===== src/rtl/mem_port_arbiter_pkg.sv =====
// Shared types and defaults for the instruction/data memory port arbiter.
package mem_port_arbiter_pkg;

    typedef enum logic {
        ARB_IDLE,
        ARB_WAIT
    } arb_state_e;

    typedef enum logic [1:0] {
        OWN_NONE,
        OWN_IMEM,
        OWN_DMEM
    } arb_owner_e;

    localparam int unsigned ARB_STARVE_LIMIT = 4;
    localparam logic [3:0]  ARB_BE_FULL      = 4'hF;

endpackage


===== src/rtl/arb_starve_counter.sv =====
// Saturating counter of consecutive dmem grants taken while imem was waiting.
module arb_starve_counter #(
    parameter int unsigned LIMIT = 4
) (
    input  logic clk_i,
    input  logic rst_ni,
    input  logic inc_i,
    input  logic clr_i,
    output logic sat_o
);

    localparam int unsigned W = $clog2(LIMIT + 1);

    logic [W-1:0] cnt_q;

    assign sat_o = (cnt_q == W'(LIMIT));

    // Clear wins over increment so an imem grant always restarts the count.
    always_ff @(posedge clk_i or negedge rst_ni) begin
        if (!rst_ni) begin
            cnt_q <= '0;
        end else if (clr_i) begin
            cnt_q <= '0;
        end else if (inc_i && !sat_o) begin
            cnt_q <= cnt_q + 1'b1;
        end
    end

endmodule


===== src/rtl/mem_port_arbiter.sv =====
// Arbitrates fetch and data requests onto one shared memory port, one
// outstanding transaction at a time, with bounded imem starvation.
module mem_port_arbiter
    import mem_port_arbiter_pkg::*;
#(
    parameter int unsigned STARVE_LIMIT = ARB_STARVE_LIMIT
) (
    input  logic        clk_i,
    input  logic        rst_ni,

    input  logic        imem_req_i,
    input  logic [31:0] imem_addr_i,
    output logic        imem_gnt_o,
    output logic        imem_rvalid_o,
    output logic [31:0] imem_rdata_o,

    input  logic        dmem_req_i,
    input  logic        dmem_we_i,
    input  logic [3:0]  dmem_be_i,
    input  logic [31:0] dmem_addr_i,
    input  logic [31:0] dmem_wdata_i,
    output logic        dmem_gnt_o,
    output logic        dmem_rvalid_o,
    output logic [31:0] dmem_rdata_o,

    output logic        bus_req_o,
    output logic        bus_we_o,
    output logic [3:0]  bus_be_o,
    output logic [31:0] bus_addr_o,
    output logic [31:0] bus_wdata_o,
    input  logic        bus_gnt_i,
    input  logic        bus_rvalid_i,
    input  logic [31:0] bus_rdata_i,

    output logic        imem_stall_o,
    output logic        dmem_stall_o
);

    arb_state_e state_q, state_d;
    arb_owner_e owner_q, owner_d;

    logic starve_sat;
    logic sel_imem;
    logic sel_dmem;
    logic cnt_inc;
    logic cnt_clr;

    // dmem has priority unless imem has been passed over STARVE_LIMIT times.
    assign sel_imem = imem_req_i & (~dmem_req_i | starve_sat);
    assign sel_dmem = dmem_req_i & ~sel_imem;

    always_ff @(posedge clk_i or negedge rst_ni) begin
        if (!rst_ni) begin
            state_q <= ARB_IDLE;
            owner_q <= OWN_NONE;
        end else begin
            state_q <= state_d;
            owner_q <= owner_d;
        end
    end

    // Outputs are gated by rst_ni so nothing leaks onto the bus during reset.
    always_comb begin
        state_d       = state_q;
        owner_d       = owner_q;
        bus_req_o     = 1'b0;
        bus_we_o      = 1'b0;
        bus_be_o      = '0;
        bus_addr_o    = '0;
        bus_wdata_o   = '0;
        imem_gnt_o    = 1'b0;
        dmem_gnt_o    = 1'b0;
        imem_rvalid_o = 1'b0;
        dmem_rvalid_o = 1'b0;
        imem_rdata_o  = '0;
        dmem_rdata_o  = '0;

        if (rst_ni) begin
            unique case (state_q)
                ARB_IDLE: begin
                    bus_req_o = imem_req_i | dmem_req_i;
                    if (sel_imem) begin
                        bus_be_o   = ARB_BE_FULL;
                        bus_addr_o = imem_addr_i;
                        imem_gnt_o = bus_gnt_i;
                    end else if (sel_dmem) begin
                        bus_we_o    = dmem_we_i;
                        bus_be_o    = dmem_be_i;
                        bus_addr_o  = dmem_addr_i;
                        bus_wdata_o = dmem_wdata_i;
                        dmem_gnt_o  = bus_gnt_i;
                    end
                    if (bus_req_o && bus_gnt_i) begin
                        state_d = ARB_WAIT;
                        owner_d = sel_imem ? OWN_IMEM : OWN_DMEM;
                    end
                end
                ARB_WAIT: begin
                    if (bus_rvalid_i) begin
                        unique case (owner_q)
                            OWN_IMEM: begin
                                imem_rvalid_o = 1'b1;
                                imem_rdata_o  = bus_rdata_i;
                            end
                            OWN_DMEM: begin
                                dmem_rvalid_o = 1'b1;
                                dmem_rdata_o  = bus_rdata_i;
                            end
                            default: ;
                        endcase
                        state_d = ARB_IDLE;
                        owner_d = OWN_NONE;
                    end
                end
                default: ;
            endcase
        end
    end

    assign cnt_inc = dmem_gnt_o & imem_req_i;
    assign cnt_clr = imem_gnt_o | ((state_q == ARB_IDLE) & ~imem_req_i);

    arb_starve_counter #(
        .LIMIT (STARVE_LIMIT)
    ) u_starve_cnt (
        .clk_i  (clk_i),
        .rst_ni (rst_ni),
        .inc_i  (cnt_inc),
        .clr_i  (cnt_clr),
        .sat_o  (starve_sat)
    );

    assign imem_stall_o = (imem_req_i | (owner_q == OWN_IMEM)) & ~imem_rvalid_o;
    assign dmem_stall_o = (dmem_req_i | (owner_q == OWN_DMEM)) & ~dmem_rvalid_o;

endmodule


===== config.mk =====
export PLATFORM = sky130hd
export DESIGN_NAME = mem_port_arbiter
export DESIGN_NICKNAME = d
export VERILOG_FILES = /design/src/rtl/mem_port_arbiter_pkg.sv /design/src/rtl/arb_starve_counter.sv /design/src/rtl/mem_port_arbiter.sv
export SDC_FILE = /design/constraint.sdc
export NUM_CORES = 1
export LEC_CHECK = 0
export ABC_AREA = 1
export CAP_MARGIN = 20
export CORE_AREA = 3 3 107 109
export CTS_BUF_LIST = sky130_fd_sc_hd__clkbuf_16
export DETAILED_ROUTE_END_ITERATION = 16
export DIE_AREA = 0 0 110 112
export SLEW_MARGIN = 10
export SYNTH_ARGS = -nofsm -noshare
export SYNTH_HDL_FRONTEND = slang
export SYNTH_HIERARCHICAL = 1
export SYNTH_SLANG_ARGS = --single-unit

===== constraint.sdc =====
create_clock -name clk_i -period 2.9 [get_ports clk_i]
set_input_delay 0.58 -clock clk_i [delete_from_list [all_inputs] [get_ports clk_i]]
set_output_delay 0.58 -clock clk_i [all_outputs]
set_load 0.05 [all_outputs]

Figure 1. Sizing map (run 1).
Scale: 2 px per um.
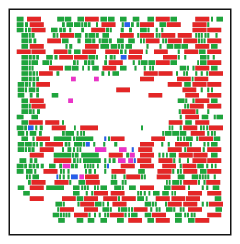
- _2 cells: blue (cells 10)
- _3 and _4 cells: magenta (cells 10)
- _0 and _1 cells: green (cells 458)
- _6 and larger: red (cells 147)

Figure 2. Power grid (run 1).
Scale: 4 px per um. Pins as bars on the die edge.
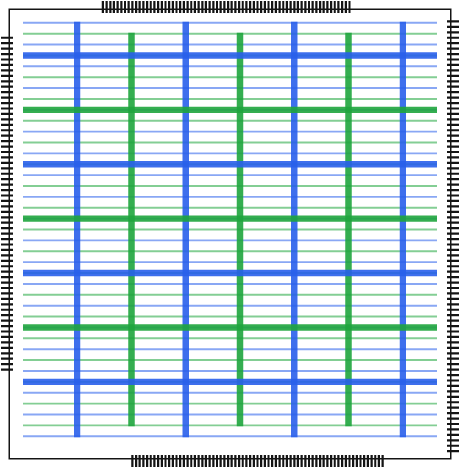
- VDD: green
- VSS: blue
- met1 rails: 39
- met4 straps: 7
- rows: 38
- met5 straps: 7
die span in x: 110 um
Die Height: 112 um
VDD IR-drop max: 0.000258 V

==> run_results.csv, run 1 <==
group,metric,value,unit
worst_hold_path,holdPathEnd,"u_starve_cnt/cnt_q[1]$_DFFE_PN0P_",
place,place_ws,0.0579,ns
power_and_ir_drop,p_int,0.000813,W
logic_synthesis,adder_share,1.44,%
timing,rsz0062_at_grt,"false",
power_and_ir_drop,p_total,0.00146,W
final_layout,instances_no_fill,765,
critical_path,path_depth,6,
logic_synthesis,topCombFamilyByArea,"simple AND/OR/NAND/NOR gates",
final_layout,combGateArea,0.00121,mm2
logic_synthesis,ff_type,"dfrtp_1",
power_and_ir_drop,p_sw_share,44.2,%
global_routing,grt_start_max_net_pins,38,
worst_hold_path,min_from,"u_starve_cnt/cnt_q[1]$_DFFE_PN0P_",
detailed_routing,vias_per_cell,4.26,
floorplan,die_area,0.0123,mm2
power_and_ir_drop,pg_clk,0.000223,W
final_layout,n_all_buffers,288,
power_and_ir_drop,combPwrFrac,77.4,%
critical_path,crit_family,"buffers and inverters",
critical_path,startpoint,"rst_ni",
logic_synthesis,yosysTopAreaCellShare,22.0,%
floorplan,core_area,0.0107,mm2
run,maxCapViolCount,0,
detailed_routing,drt-met1-wl,3890,um
cts,cts_buffer_depth,2,
critical_path,r2r_end,"u_starve_cnt/cnt_q[1]$_DFFE_PN0P_",
final_layout,largest_reg_flops,3,
cts,post_cts_resized,0,
cts,ctsHtreeMaxLevel,1,
global_routing,antenna_found_initial,0,
critical_path,worst_path_max_delay_cell,"clkdlybuf4s50_1",
critical_path,worst-endpoint-arrival,2.14,ns
global_routing,grt_overflow_total,0,
timing,slew_headroom,55.7,%
place,portBuffers,278,
detailed_routing,routed.top_layer,"met4",
detailed_routing,ant_nets,0,
logic_synthesis,ys_area,0.00174,mm2
final_layout,final_common_cell,"buf_12",
global_routing,busiest_layer,"met2",
run,warning_count,27,
power_and_ir_drop,cellLeakagePower,2.65,nW
detailed_routing,wl_per_cell,14.9,um
final_layout,antenna_cells,0,
detailed_routing,wl_met3,1320,um
logic_synthesis,xor_share,0,%
detailed_routing,drt_iter0_markers,190,
power_and_ir_drop,p_seq_share,7.3,%
global_routing,grt_pass1_wl,16800,um
logic_synthesis,yosys-top-cells-count,"nor2_1, nand2_1, inv_1",
global_routing,grt_use_met3,6.38,%
cts,cts_tree,"yes",
final_layout,seq_share,2.45,%
critical_path,path_cells,"clkdlybuf4s50_1, inv_1, nor2_4, inv_2, a21oi_1, buf_12",
critical_path,crit_path_end_kind,"primary output",
logic_synthesis,synth-compound-area-share,12.7,%
logic_synthesis,avgSynthCellArea,4.85,um2
final_layout,multiInputCombCellCount,277,
timing,worst_slack,0.180,ns
global_routing,grt_pass1_vias,3274,
cts,numCtsBuffers,3,
final_layout,largest_cell_class,"buffers",
logic_synthesis,netlist_area,0.00174,mm2
critical_path,r2r_start,"u_starve_cnt/cnt_q[0]$_DFFE_PN0P_",
final_layout,clkCellAreaFrac,1.23,%
detailed_routing,drcViolationCount,0,
power_and_ir_drop,p_switching,0.000645,W
logic_synthesis,ys_seq_share,8.61,%
timing,tightest_slew,0.663,ns
final_layout,stdcell_area,0.00612,mm2
cts,cts_sinks,6,
place,place_congestion,0.787,
logic_synthesis,ys_ff,6,
detailed_routing,drt-pass1-iter-count,4,
critical_path,reg2reg_slack,0.66,ns
power_and_ir_drop,power.group.top,"combinational cells",
timing,finClkSkew,0.000315,ns
worst_hold_path,holdPathStages,2,
critical_path,max_stage_delay,0.51,ns
final_layout,regArea,150,um2
floorplan,fp_util,16.3,%
timing,finalCritPeriodShare,93.8,%
final_layout,reg_top3,"u_starve_cnt/cnt_q (3), owner_q (2), state_q (1)",
timing,setup-violations-final,0,
logic_synthesis,mux_area_share,0,%
critical_path,setup.worst_path.start_class,"input port",
detailed_routing,routed_wl,11400,um
final_layout,final_util,57.2,%
place,hpwl,9760,um
power_and_ir_drop,pg_seq,0.000106,W
logic_synthesis,async_flop_share,100,%
final_layout,ff_count,6,
floorplan,rows,38,
global_routing,gr-usage-met2,32.7,%
run_status,status,"finished clean",
critical_path,rr_worst_depth,14,
logic_synthesis,yosys_warnings,6,
logic_synthesis,largest_area_cell,"nor2_1",
final_layout,final_cell_mix,"buf_12, clkdlybuf4s50_1, nor2_1, nand2_1, inv_1",
logic_synthesis,synth.most_common_cell,"nor2_1",
power_and_ir_drop,p_per_area,238,mW/mm2
cts,clk_transition_reported_paths,0.03,ns
cts,cts_setup_buffers,0,
critical_path,path_class,"input port to primary output",
global_routing,grt.met1_usage,17.0,%
final_layout,regMostFlops,"u_starve_cnt/cnt_q",
timing,slew_viol_final,0,
floorplan,well_tap_count,140,
final_layout,buf_share,70.5,%
cts,root_buffer,"clkbuf_16",
logic_synthesis,ys_cells,359,
timing,period_needed,2.72,ns
critical_path,cp.required,2.32,ns
cts,hold_buffers,0,
detailed_routing,wl_met2,5900,um
detailed_routing,routed-via-count,3261,
logic_synthesis,simple_gate_area_share,54.9,%
final_layout,area_growth,251,%
critical_path,endpoint,"bus_be_o[2]",
place,dp_cells,762,
Figure 3. Zoomed window (run 1).
Region (30, 53) to (80, 103) um. Cells in gray, sequential cells in the stronger gray; small squares are vias.
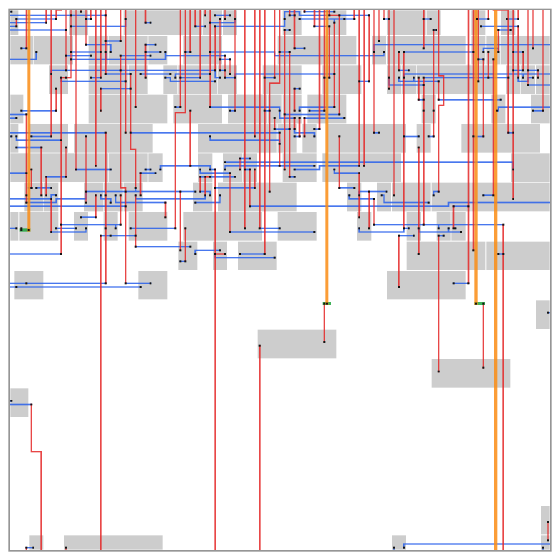
- metal 1: blue
- metal 2: red
- metal 3: green
- metal 4: orange
- most frequent: buf_12 (20), clkdlybuf4s50_1 (18), nor2_1 (14)
- sequential cells in the window: 0
- cells with their middle in the window: 97

Figure 4. Wire density map (run 1).
Scale: 3 px per um. 22 x 22 tiles, from dark purple (low) to yellow (high), scaled to the fullest tile. Values are wire area over tile area, all layers added.
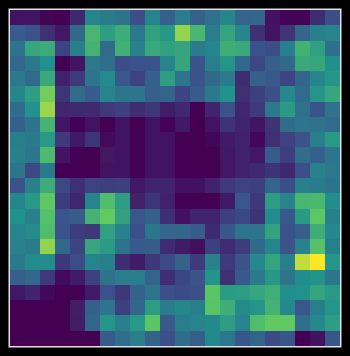

--- run 2 (diff from run 1) ---
--- a/config.mk
+++ b/config.mk
@@ -8,7 +8,6 @@
 export ABC_AREA = 1
 export CAP_MARGIN = 20
 export CORE_AREA = 3 3 107 109
-export CTS_BUF_LIST = sky130_fd_sc_hd__clkbuf_16
 export DETAILED_ROUTE_END_ITERATION = 16
 export DIE_AREA = 0 0 110 112
 export SLEW_MARGIN = 10
Figure 5. Wire density map (run 2).
Scale: 3 px per um. 22 x 22 tiles, from dark purple (low) to yellow (high), scaled to the fullest tile. Values are wire area over tile area, all layers added.
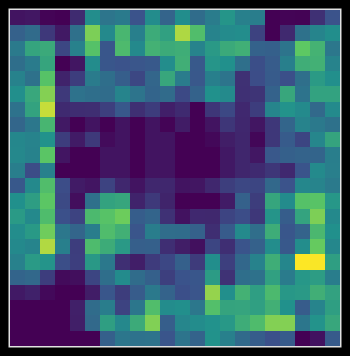
- tiles over half the peak: 22%
- densest ninth of the die: bottom right
- nearly empty tiles: 10%
Routed WL: 11400 um
WL/cell: 14.9 um
via count: 3262
GR Util All Layers: 17.0%

Figure 6. Sizing map (run 2).
Scale: 2 px per um.
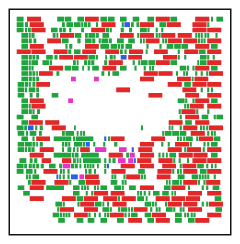
design area: 0.00608 mm2
Signal buffers: 288
synth-to-layout area growth: 249%

==> run_results.csv, run 2 <==
group,metric,value,unit
logic_synthesis,yosysTopAreaCellShare,22.0,%
logic_synthesis,ff_type,"dfrtp_1",
place,place_ws,0.0579,ns
cts,cts_buffer_depth,2,
final_layout,buf_share,70.9,%
power_and_ir_drop,p_int,0.000725,W
critical_path,endpoint,"bus_be_o[2]",
worst_hold_path,min_from,"u_starve_cnt/cnt_q[1]$_DFFE_PN0P_",
run_status,status,"finished clean",
critical_path,crit_path_end_kind,"primary output",
detailed_routing,wl_met3,1330,um
critical_path,path_cells,"clkdlybuf4s50_1, inv_1, nor2_4, inv_2, a21oi_1, buf_12",
floorplan,well_tap_count,140,
logic_synthesis,avgSynthCellArea,4.85,um2
timing,rsz0062_at_grt,"false",
logic_synthesis,netlist_area,0.00174,mm2
floorplan,fp_util,16.3,%
power_and_ir_drop,peakVddDrop,0.000236,V
timing,finClkSkew,0.000565,ns
cts,clk_transition_reported_paths,0.04,ns
critical_path,startpoint,"rst_ni",
final_layout,clkCellAreaFrac,0.679,%
power_and_ir_drop,combPwrFrac,83.2,%
critical_path,path_depth,6,
logic_synthesis,yosys-top-cells-count,"nor2_1, nand2_1, inv_1",
timing,tightest_slew,0.664,ns
critical_path,max_stage_delay,0.51,ns
detailed_routing,wl_met2,5960,um
timing,period_needed,2.72,ns
power_and_ir_drop,power.group.top,"combinational cells",
global_routing,grt.met1_usage,16.9,%
global_routing,grt_overflow_total,0,
global_routing,gr-usage-met2,32.8,%
power_and_ir_drop,p_seq_share,7.8,%
floorplan,rows,38,
power_and_ir_drop,pg_clk,0.000122,W
logic_synthesis,synth-compound-area-share,12.7,%
final_layout,seq_share,2.47,%
place,portBuffers,278,
floorplan,die_area,0.0123,mm2
power_and_ir_drop,pg_seq,0.000106,W
floorplan,core_area,0.0107,mm2
final_layout,final_cell_mix,"buf_12, clkdlybuf4s50_1, nor2_1, nand2_1, inv_1",
logic_synthesis,adder_share,1.44,%
global_routing,grt_use_met3,6.38,%
logic_synthesis,ys_area,0.00174,mm2
run,maxCapViolCount,0,
global_routing,grt_pass1_vias,3258,
timing,slew_headroom,55.7,%
final_layout,final_util,56.9,%
logic_synthesis,ys_cells,359,
final_layout,multiInputCombCellCount,277,
floorplan,die_y,112,um
logic_synthesis,mux_area_share,0,%
cts,ctsHtreeMaxLevel,1,
global_routing,grt_start_max_net_pins,38,
final_layout,reg_top3,"u_starve_cnt/cnt_q (3), owner_q (2), state_q (1)",
detailed_routing,drt_iter0_markers,191,
cts,root_buffer,"clkbuf_8",
final_layout,ff_count,6,
critical_path,worst-endpoint-arrival,2.14,ns
cts,numCtsBuffers,3,
logic_synthesis,ys_ff,6,
final_layout,largest_reg_flops,3,
logic_synthesis,synth.most_common_cell,"nor2_1",
critical_path,crit_family,"buffers and inverters",
place,dp_cells,762,
detailed_routing,drt-pass1-iter-count,4,
detailed_routing,ant_nets,0,
critical_path,r2r_start,"u_starve_cnt/cnt_q[0]$_DFFE_PN0P_",
logic_synthesis,xor_share,0,%
global_routing,antenna_found_initial,0,
run,warning_count,27,
timing,setup-violations-final,0,
global_routing,busiest_layer,"met2",
power_and_ir_drop,p_per_area,223,mW/mm2
logic_synthesis,yosys_warnings,6,
power_and_ir_drop,cellLeakagePower,2.63,nW
place,hpwl,9760,um
logic_synthesis,topCombFamilyByArea,"simple AND/OR/NAND/NOR gates",
logic_synthesis,largest_area_cell,"nor2_1",
critical_path,reg2reg_slack,0.64,ns
final_layout,combGateArea,0.00121,mm2
Power figures rest on the tool's default switching activity, not on a simulated workload.
